### Clock distribution

Scale bar: 20 um.
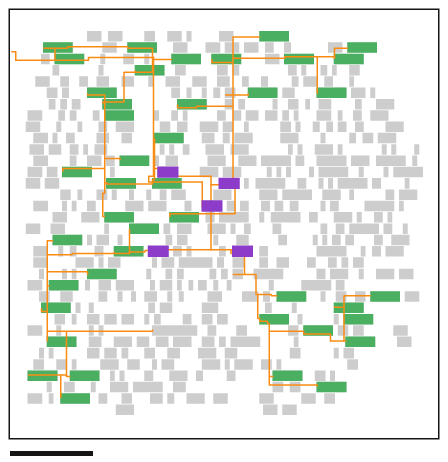
### Clock nets

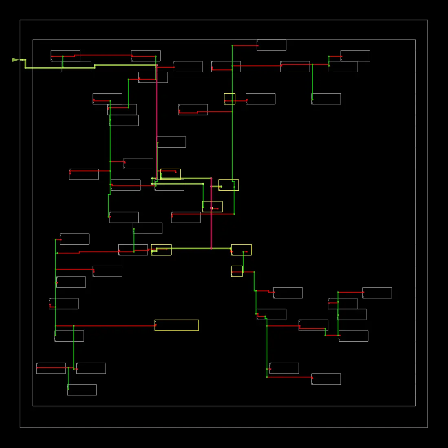
### Selected gate families

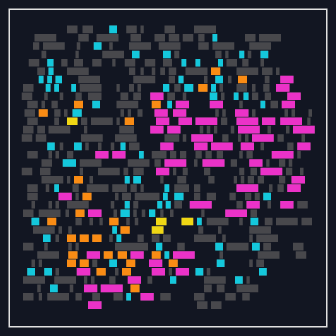
### Cell classes on the final placement

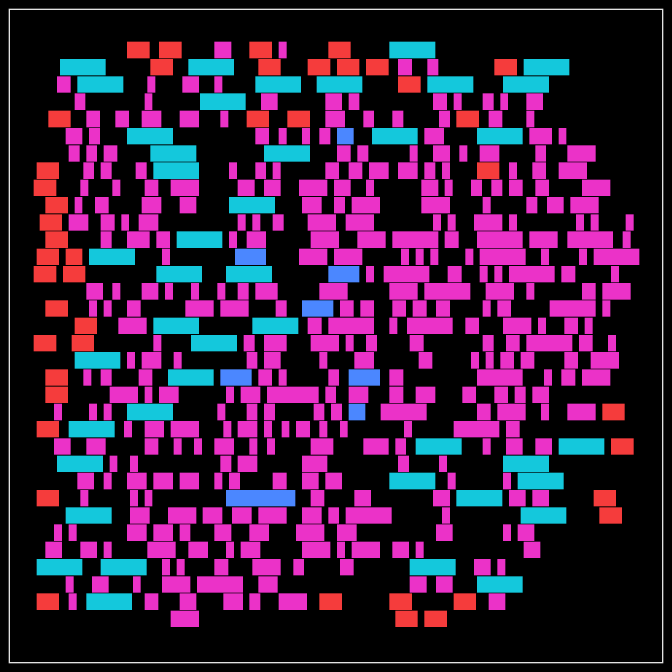
Design mbi5153_frame_seq, sky130hd; sources not shown.
==> results.py <==
# Physical implementation metrics
metrics = {
    "routing": {
        "wl_per_cell_um": 16.39,
        "via_per_inst": 5.276,
        "drc": 0,
        "antenna_left": 0,
        "drt_wl_total_mm": 9.129,
        "drtPass1Iterations": 4,
        "vias": 2939,
    },
    "logic_synthesis": {
        "ys_ff": 42,
        "synth_cells": 412,
        "yosys-stat-cells": 412,
        "ys.flop_type": "dfxtp_1",
        "ys_sh_mux_pct": 1.225,
        "yosys.area_share.aoi_pct": 15.68,
        "ys_sh_simple_pct": 22.31,
        "ys_seq_share_pct": 24.22,
        "edf_count": 0,
    },
    "floorplanning": {
        "pin_count": 43,
    },
    "place": {
        "place_hpwl_mm": 7.123,
    },
    "timing": {
        "hold_ws_ns": 0.4253,
        "slew_violations": 0,
        "period_needed_ns": 6.612,
        "finalCritPeriodShare_pct": 43.22,
        "finalSetupTns_ns": 0,
        "relSlewSlack_pct": 24.90,
        "rsz0062_at_grt": "no",
        "finalSetupViolations": 0,
    },
    "worst_setup_path": {
        "crit_arrival_ns": 6.70,
        "path_max_fanout": 8,
        "path_cells": "ha_1, xor2_1, and3_1, o211ai_1, ha_1, a21o_1, a31oi_1, o21a_1, mux2_2, o21ai_0, and2_0, ha_1, inv_1, fa_1, fa_1, inv_1, ha_1, a21o_1, a21oi_1, o21ai_0, o41ai_1, xor2_1, a21oi_1",
        "worstSetupEndpointType": "flip-flop",
        "required_ns": 15.39,
        "worst-r2r-cell-count": 23,
        "critPathLaunchType": "flip-flop",
    },
    "grt": {
        "gr-usage-all-layers_pct": 19.05,
        "grt_max_degree": 44,
        "grt.overflow.total": 0,
        "antenna_found_initial": 0,
    },
    "clock_network": {
        "cts.path.max_buffers": 2,
        "ctsResizeCount": 0,
        "clkTransAtPathRegs_ns": 0.09,
        "cts_tree": "built",
    },
    "job": {
        "max_cap_violations": 0,
        "openroad.warnings": 28,
    },
    "final_layout": {
        "lay_top_cells": "52 x nand2_1, 42 x dfxtp_1, 39 x inv_1, 39 x ha_1, 23 x dlygate4sd3_1",
        "flop_area_um2": 840.8,
        "area_growth_pct": 17.80,
        "fillers": 1075,
    },
    "status": {
        "outcome": "completed",
    },
    "pwr": {
        "ir_worst_vdd_v": 0.00004253,
    },
}
## Picture notes: 'Clock distribution'
- purple: cells driving clock nets (count 5)
- green: flip-flops (count 42)
- orange: clock wires (length 639 um)
- routed clock nets: 6
clock share of power: 36.4%
clock group power: 0.0000914 W
clk ins delay skew pair: 0.30 ns

## Picture notes: 'Clock nets'
CTS Buf Count: 5
CTS sink cnt: 42
CLK BUF: 5
Seq cells: 42

## Picture notes: 'Selected gate families'
- yellow: multiplexers (cells 4; most used mux2i_1)
- orange: XOR/XNOR gates (cells 27; most used xnor2_1)
- cyan: inverting AOI/OAI gates (cells 67; most used a21boi_0; where widely spread)
- magenta: adder and majority cells (cells 56; most used ha_1)
combinational share of cell area: 59.31%
dominant logic cell type in the layout: nand2_1
final cell count without fillers: 557

## Picture notes: 'Cell classes on the final placement'
- cyan: flip-flops (cells 42; share of their area 21%)
- red: other buffers and delay cells (cells 43; share of their area 11%)
- blue: clock drivers and dummy loads (cells 8; share of their area 2.9%)
- magenta: all other logic (cells 356; share of their area 65%)
Core Rows: 34
final core occ: 45.78%
Core Box Area: 8934 um^2
Seq/total area: 20.56%
design area: 4090 um^2

[routing by layer]
| layer | GRT usage (%) | vias to the layer above | part of all wire, % |
|---|---|---|---|
| met3 | 2.233 | 8 | 1.8 |
| met2 | 32.17 | 37 | 49 |
| met5 | - | - | 0 |
| li1 | - | 1467 | - |
| met4 | 2.888 | 0 | 0.81 |
| met1 | 25.17 | 1427 | 48 |
[stage by stage]
stage,area [um^2],cells,setup WS [ns],power [W]
2_1_floorplan,3472,412,9.364,0.0001456
3_3_place_gp,3976,549,9.046,0.0001624
3_5_place_dp,3976,549,8.832,0.0001632
4_1_cts,4090,557,8.815,0.0002549
5_1_grt,4090,557,8.135,0.0002633
6_report,4090,557,8.688,0.0002510
[area by class of cell]
| cell class | count | area share, % |
|---|---|---|
| clock buffers | 5 | 1.682 |
| inverters | 39 | 3.579 |
| repair buffers | 43 | 10.46 |
| multi-input cells | 317 | 59.31 |
| well taps | 108 | 3.304 |
| clock inverters | 3 | 1.101 |
| flip-flops and latches | 42 | 20.56 |
[critical path, delay by kind of cell, from the launching register on]
family | cells | cell delay (ns)
AND-OR/OR-AND | 10 | 2.43
buffers and inverters | 2 | 0.13
adder cells (fa/ha/maj) | 6 | 2.10
AND/OR/NAND/NOR | 2 | 0.48
flip-flops | 1 | 0.42
multiplexers | 1 | 0.36
XOR/XNOR | 2 | 0.49
[power by group]
part | leakage, nW | internal [W] | switching [W] | total, W
Sequential | 0.340 | 0.000112 | 0.00000340 | 0.000115
Clock | 0.0504 | 0.0000486 | 0.0000428 | 0.0000914
Combinational | 1.47 | 0.0000199 | 0.0000242 | 0.0000441
Total | 1.87 | 0.000181 | 0.0000704 | 0.000251
Power and IR drop assume default switching activity.
